Signal wires on met4:
Bar = 50 um. Supply wires on this layer in grey.
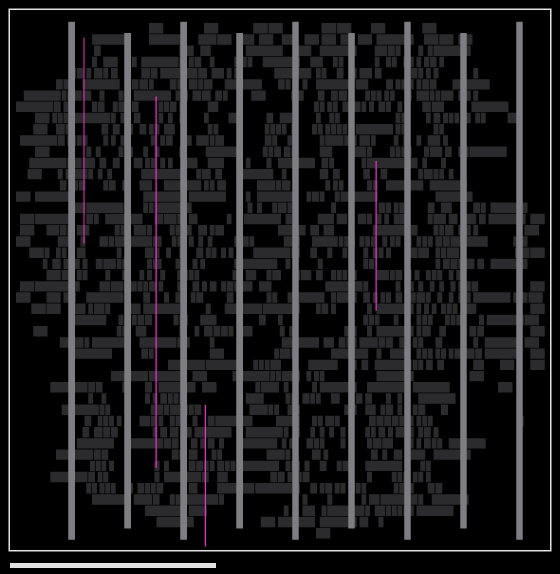
Placement density heat map:
13 x 13 tiles, from white (low) to dark blue (high), 0 to 100% covered.
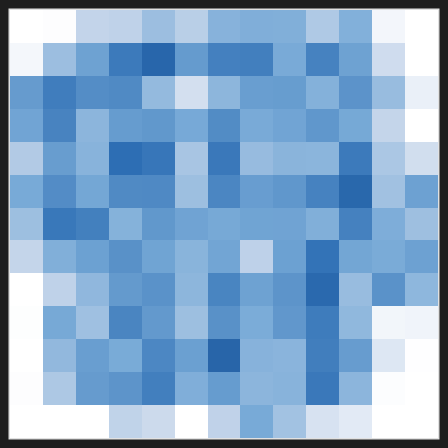
Met1 routing:
Supply wires on this layer in grey.
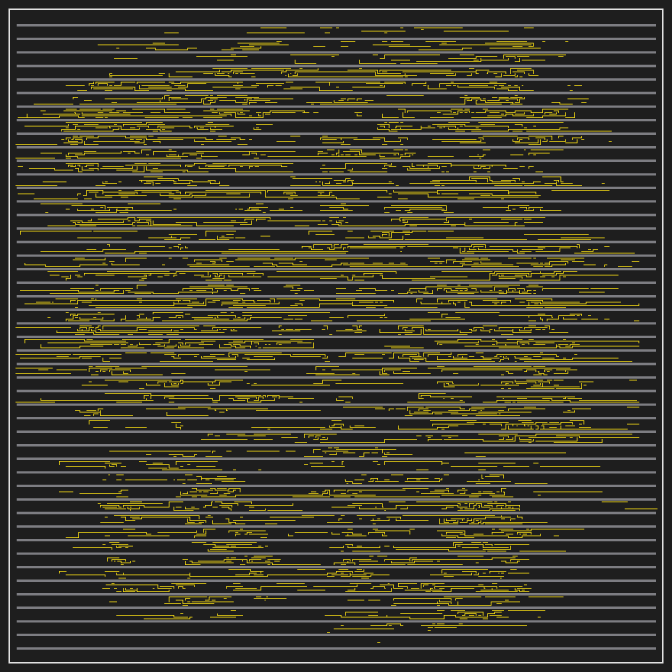
Placed cells, one colour a class:
Bar = 50 um. Fill, decap, tap and diode cells in grey.
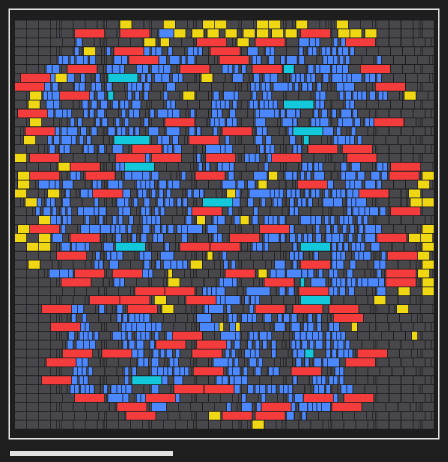
**src/rtl/ub_ctrl_pkg.sv**
```systemverilog
// Shared types and constants for the unified-buffer port controller.
package ub_ctrl_pkg;

    localparam int NDIM   = 3;
    localparam int CTRL_W = 16;

    typedef logic [CTRL_W-1:0] ctrl_t;

    typedef enum logic [1:0] {
        DELAY,
        RUN,
        DONE
    } state_t;

endpackage

```
**src/rtl/ub_dim_counter.sv**
```systemverilog
// One dimension of the affine loop nest: counts 0..EXT-1 and flags the wrap.
module ub_dim_counter #(
    parameter int W   = 16,
    parameter int EXT = 1
) (
    input  logic         clk,
    input  logic         rst_n,
    input  logic         clr,
    input  logic         inc,
    output logic [W-1:0] val,
    output logic         last
);

    localparam logic [W-1:0] LAST_VAL = W'(EXT - 1);

    // last is qualified by inc so it can feed the next dimension's inc directly.
    assign last = inc && (val == LAST_VAL);

    // Index register: clears on flush, wraps to 0 after EXT-1.
    always_ff @(posedge clk or negedge rst_n) begin
        // NOTE: non-blocking assignments keep every register sampling pre-edge values.
        if (!rst_n) begin
            val <= '0;
        end else if (clr) begin
            val <= '0;
        end else if (inc) begin
            val <= last ? '0 : val + 1'b1;
        end
    end

endmodule

```
**src/rtl/ub_affine_port_ctrl.sv**
```systemverilog
// Schedule-driven initiator for one unified-buffer port: walks a 3-deep
// affine loop nest at a fixed II and issues en / ctrl_vars / addr.
module ub_affine_port_ctrl
    import ub_ctrl_pkg::*;
#(
    parameter int W            = 16,
    parameter int EXT0         = 1,
    parameter int EXT1         = 64,
    parameter int EXT2         = 64,
    parameter int II           = 1,
    parameter int START_OFFSET = 0,
    parameter int ADDR_BASE    = 0,
    parameter int AS0          = 0,
    parameter int AS1          = 1,
    parameter int AS2          = 64
) (
    input  logic         clk,
    input  logic         rst_n,
    input  logic         flush,
    output logic         en,
    output logic [W-1:0] ctrl_vars [NDIM-1:0],
    output logic [W-1:0] addr,
    output logic         done
);

    localparam logic [W-1:0] LAST0     = W'(EXT0 - 1);
    localparam logic [W-1:0] LAST1     = W'(EXT1 - 1);
    localparam logic [W-1:0] LAST2     = W'(EXT2 - 1);
    localparam logic [W-1:0] II_LAST   = W'(II - 1);
    localparam logic [W-1:0] DELAY_END = W'(START_OFFSET);
    localparam logic [W-1:0] BASE      = W'(ADDR_BASE);
    // Address deltas for an inner step, a dim-2 wrap and a dim-1 wrap.
    localparam logic [W-1:0] STEP2 = W'(AS2);
    localparam logic [W-1:0] STEP1 = W'(AS1 - (EXT2 - 1) * AS2);
    localparam logic [W-1:0] STEP0 = W'(AS0 - (EXT1 - 1) * AS1 - (EXT2 - 1) * AS2);

    state_t          state;
    state_t          state_nxt;
    logic [W-1:0]    delay_cnt;
    logic [W-1:0]    ii_cnt;
    logic [W-1:0]    cnt [NDIM-1:0];
    logic [NDIM-1:0] last;
    logic            final_iter;
    logic            advance;

    assign final_iter = (cnt[0] == LAST0) && (cnt[1] == LAST1) && (cnt[2] == LAST2);
    // The final iteration leaves the counters parked on their last values.
    assign advance    = en && !final_iter;

    ub_dim_counter #(.W(W), .EXT(EXT2)) u_dim2 (
        .clk  (clk),
        .rst_n(rst_n),
        .clr  (flush),
        .inc  (advance),
        .val  (cnt[2]),
        .last (last[2])
    );

    ub_dim_counter #(.W(W), .EXT(EXT1)) u_dim1 (
        .clk  (clk),
        .rst_n(rst_n),
        .clr  (flush),
        .inc  (last[2]),
        .val  (cnt[1]),
        .last (last[1])
    );

    ub_dim_counter #(.W(W), .EXT(EXT0)) u_dim0 (
        .clk  (clk),
        .rst_n(rst_n),
        .clr  (flush),
        .inc  (last[1]),
        .val  (cnt[0]),
        .last (last[0])
    );

    assign ctrl_vars = cnt;

    // State register; flush restarts the schedule from DELAY.
    always_ff @(posedge clk or negedge rst_n) begin
        if (!rst_n) begin
            state <= DELAY;
        end else if (flush) begin
            state <= DELAY;
        end else begin
            state <= state_nxt;
        end
    end

    // Next-state logic: delay_cnt == START_OFFSET on an edge means the
    // following cycle is cycle START_OFFSET, the first issue cycle.
    always_comb begin
        // NOTE: a default before the case keeps this purely combinational (no latch).
        state_nxt = state;
        case (state)
            DELAY:   if (delay_cnt == DELAY_END) state_nxt = RUN;
            RUN:     if (en && final_iter)       state_nxt = DONE;
            DONE:    state_nxt = DONE;
            default: state_nxt = DELAY;
        endcase
    end

    // Outputs decoded from registers only, so flush never reaches them combinationally.
    always_comb begin
        en   = (state == RUN) && (ii_cnt == '0);
        done = (state == DONE);
    end

    // Start-offset and initiation-interval counters.
    always_ff @(posedge clk or negedge rst_n) begin
        if (!rst_n) begin
            delay_cnt <= '0;
            ii_cnt    <= '0;
        end else if (flush) begin
            delay_cnt <= '0;
            ii_cnt    <= '0;
        end else begin
            if (state == DELAY) begin
                delay_cnt <= delay_cnt + 1'b1;
            end
            if (state == RUN) begin
                ii_cnt <= (ii_cnt == II_LAST) ? '0 : ii_cnt + 1'b1;
            end
        end
    end

    // Incremental address: the innermost dimension that does not wrap picks the delta.
    always_ff @(posedge clk or negedge rst_n) begin
        if (!rst_n) begin
            addr <= BASE;
        end else if (flush) begin
            addr <= BASE;
        end else if (advance) begin
            if (!last[2]) begin
                addr <= addr + STEP2;
            end else if (!last[1]) begin
                addr <= addr + STEP1;
            end else begin
                addr <= addr + STEP0;
            end
        end
    end

endmodule

```
**config.mk**
```make
export PLATFORM = sky130hd
export DESIGN_NAME = ub_affine_port_ctrl
export DESIGN_NICKNAME = d
export VERILOG_FILES = /design/src/rtl/ub_ctrl_pkg.sv /design/src/rtl/ub_dim_counter.sv /design/src/rtl/ub_affine_port_ctrl.sv
export SDC_FILE = /design/constraint.sdc
export NUM_CORES = 1
export LEC_CHECK = 0
export ABC_AREA = 1
export CAP_MARGIN = 5
export CORE_UTILIZATION = 40
export CTS_CLUSTER_DIAMETER = 80
export DETAILED_ROUTE_END_ITERATION = 7
export RECOVER_POWER = 100
export SYNTH_ARGS = -nofsm -noshare
export SYNTH_HDL_FRONTEND = slang
export SYNTH_SLANG_ARGS = --single-unit
```
**constraint.sdc**
```tcl
create_clock -name clk -period 3.1 [get_ports clk]
set_input_delay 0.465 -clock clk [delete_from_list [all_inputs] [get_ports clk]]
set_output_delay 0.465 -clock clk [all_outputs]
set_load 0.02 [all_outputs]
```
==> flow_metrics.env <==
# physical design summary
export IMPL_pin_count=69
export IMPL_cts_resized=0
export IMPL_clock_path_buffers=2
export IMPL_flop_cell="dfrtp_1"
export IMPL_dp_final_hpwl_um=12800
export IMPL_logic_area_um2=3600
export IMPL_synthDistinctLibCells=40
export IMPL_nFillCells=1647
export IMPL_synthCells=951
export IMPL_dpl_cell_count=1227
export IMPL_drt_initial_drc_count=359
export IMPL_rows=46
export IMPL_skew_ns=0.00827
export IMPL_max_freq_mhz=353
export IMPL_r2r_start="u_dim1.val[1]$_DFFE_PN0P_"
export IMPL_drc=0
export IMPL_io_buffers=68
export IMPL_rrSetupSlack_ns=0.30
export IMPL_crit_start="ii_cnt[0]$_DFFE_PN0P_"
export IMPL_p_leak_nw=3.82
export IMPL_instances_no_fill=1242
export IMPL_n_antenna_cell=0
export IMPL_async_flop_share_pct=100
export IMPL_post_route_period_util_pct=91.4
export IMPL_peakVddDrop_mv=0.245
export IMPL_critical_path_cell_chain="inv_1 > ha_1 > inv_1 > nor2_1 > nand2_1 > nor2_2 > nand2_1 > nor2_8 > buf_4 > clkdlybuf4s50_1"
export IMPL_clkLatencyLatePin_ns=0.35
export IMPL_synth_area_per_cell_um2=6.99
export IMPL_rr_worst_depth=12
export IMPL_antenna_found_initial=0
export IMPL_fin_crit_ns=2.83
export IMPL_grt_pass1_vias=5748
export IMPL_cts_tree="done"
export IMPL_grt_max_degree=53
export IMPL_routedWlPerCell_um=13.9
export IMPL_syn2layout_area_growth_pct=17.1
export IMPL_grt_ovfl_total=0
export IMPL_layout_nets=1040
export IMPL_cpPeakStageDelay_ns=0.62
export IMPL_critical_path_required_ns=2.63
export IMPL_hold_class="in2async"
export IMPL_ant_nets=0
export IMPL_synth_flops=98
export IMPL_drv_slew=0
export IMPL_place_congestion=0.900
export IMPL_crit_type="reg2out"
export IMPL_tns_ns=0
export IMPL_vias_per_cell=5.00
export IMPL_die_area_um2=17100
export IMPL_crit_fanout=4
export IMPL_powerDensity_nw_per_um2=399
export IMPL_total_power_mw=3.11
export IMPL_dieWidth_um=131
export IMPL_post_cts_buffers=0
export IMPL_drive_above_1_share_pct=5.26
export IMPL_grtUsageTotal_pct=21.7
export IMPL_cts_buffers=9
export IMPL_yosys_stat_seqShare_pct=36.9
export IMPL_edf_count=0
export IMPL_status="complete, no violations"
export IMPL_syn_area_um2=6650
export IMPL_r2r_end="u_dim1.val[14]$_DFFE_PN0P_"
export IMPL_cts_hold_buf=0
export IMPL_endpoint="en"
export IMPL_timing_hold_violations_final=0
## Picture notes: 'signal wires on met4'
nets with wire on the layer: 3
wire length on this layer: 209 um
share of all routed wire: 1.2%
main direction: vertical
Post-Route WL: 17,200 um
Vias: 6,205

## Picture notes: 'placement density heat map'
tiles over 75% full: 2.4%
fullest tile: 79%
mean over tiles: 44%
nearly empty tiles: 11%
core area: 16,100 um^2
Core Util, Final: 48.5%
fp util: 41.4%

## Picture notes: 'met1 routing'
longest straight run: 42.8 um
wire length on this layer: 8,820 um
main direction: horizontal
nets with wire on the layer: 949
share of all routed wire: 51%
met1 Usage GRT: 32.5%

## Picture notes: 'placed cells, one colour a class'
| class | colour | cells | share of their area |
|---|---|---|---|
| clock drivers and dummy loads | cyan | 15 | 3.8% |
| remaining buffers and delay cells | yellow | 80 | 10% |
| combinational and other logic | blue | 833 | 54% |
| sequential cells | red | 98 | 33% |
Final Instance Area: 7780 um^2
Seq/total area: 31.5%

==> layer usage <==
layer / vias up / global-route usage, % / routed length (um)
li1: 3204 / - / -
met1: 2858 / 32.5 / 8820
met2: 131 / 32.6 / 7560
met3: 12 / 2.48 / 654
met4: 0 / 6.22 / 209
met5: - / 0 / 0
==> critical path, delay by kind of cell, from the launching register on <==
kind                       cells  cell delay (ns)
adders and majority gates      1             0.21
buffers and inverters          4             0.95
DFF                            1             0.38
and+or+nand+nor                5             0.49
==> report_power, final <==
group	leakage [nW]	total [mW]	switching (mW)	internal (mW)
Clock	0.138	1.12	0.502	0.621
Sequential	1.36	1.37	0.0445	1.32
Combinational	2.31	0.620	0.425	0.195
==> worst min-delay path by stage <==
stage                                      to  slack (ns)  depth (start not counted)
global placement         state[1]$_DFFE_PN0P_        0.49                          2
finish              u_dim0.val[3]$_DFFE_PN0P_        0.34                          1
detailed placement       state[1]$_DFFE_PN0P_        0.50                          2
CTS                 u_dim0.val[3]$_DFFE_PN0P_        0.16                          1
floorplan                 addr[0]$_DFFE_PN0P_        0.17                          0
global route        u_dim0.val[3]$_DFFE_PN0P_        0.46                          1
==> kinds of logic after synthesis <==
family / synth area share, %
AND-OR/OR-AND: 7.08
buffers and inverters: 8.47
XOR/XNOR: 5.67
adder cells (fa/ha/maj): 2.82
AND/OR/NAND/NOR: 39.1
flip-flops: 36.9
==> final cells by class <==
cell class / count / area share (%)
multi-input cells: 721 / 46.3
flip-flops and latches: 98 / 31.5
repair buffers: 80 / 9.63
inverters: 112 / 5.42
well taps: 216 / 3.47
clock buffers: 10 / 2.94
clock inverters: 5 / 0.724
==> registers in the layout (all words and copies together), names as in the netlist <==
signal / count
addr: 16
delay_cnt: 16
ii_cnt: 16
u_dim0.val: 16
u_dim1.val: 16
u_dim2.val: 16
state: 2
==> cells in the final DEF (no fill, tap or decap), types with 3 or more instances in the layout <==
cell,Yosys,final
a21oi_1,19,19
buf_4,0,7
clkbuf_1,5,4
clkbuf_16,0,9
clkbuf_2,0,3
dfrtp_1,98,98
dlygate4sd3_1,0,66
ha_1,15,15
inv_1,108,110
nand2_1,261,265
nand2_2,7,5
nand3_1,69,69
nand3b_1,13,13
nand4_1,34,35
nor2_1,123,123
nor2_2,9,9
nor2_4,3,3
nor3_1,37,37
nor3b_1,3,3
o21ai_0,32,48
o21ai_1,19,4
o31ai_1,5,5
or2_2,7,7
xnor2_1,4,4
xor2_1,39,39
==> cell usage after synthesis (4+ instances only) <==
library cell,n,area share (%)
inv_1,108,6.1
or2_2,7,0.66
nand2_1,261,15
xor2_1,39,5.1
nor2_2,9,0.85
dfrtp_1,98,37
o31ai_1,5,0.56
clkbuf_1,5,0.28
nand3b_1,13,1.5
ha_1,15,2.8
o21ai_1,19,1.4
buf_2,5,0.38
nor3_1,37,2.8
nor2_1,123,6.9
xnor2_1,4,0.53
nand2_2,7,0.66
o21ai_0,32,2.4
nand3_1,69,5.2
a21oi_1,19,1.4
nand4_1,34,3.2
buf_6,8,1.4
==> through the flow <==
step	area, um^2	setup slack, ns
floorplan	6650	0.169
global placement	7560	0.436
detailed placement	7560	0.328
CTS	7840	0.280
global route	7780	0.00518
finish	7780	0.265
No activity file was given, so power comes from the tool's default toggle rates.
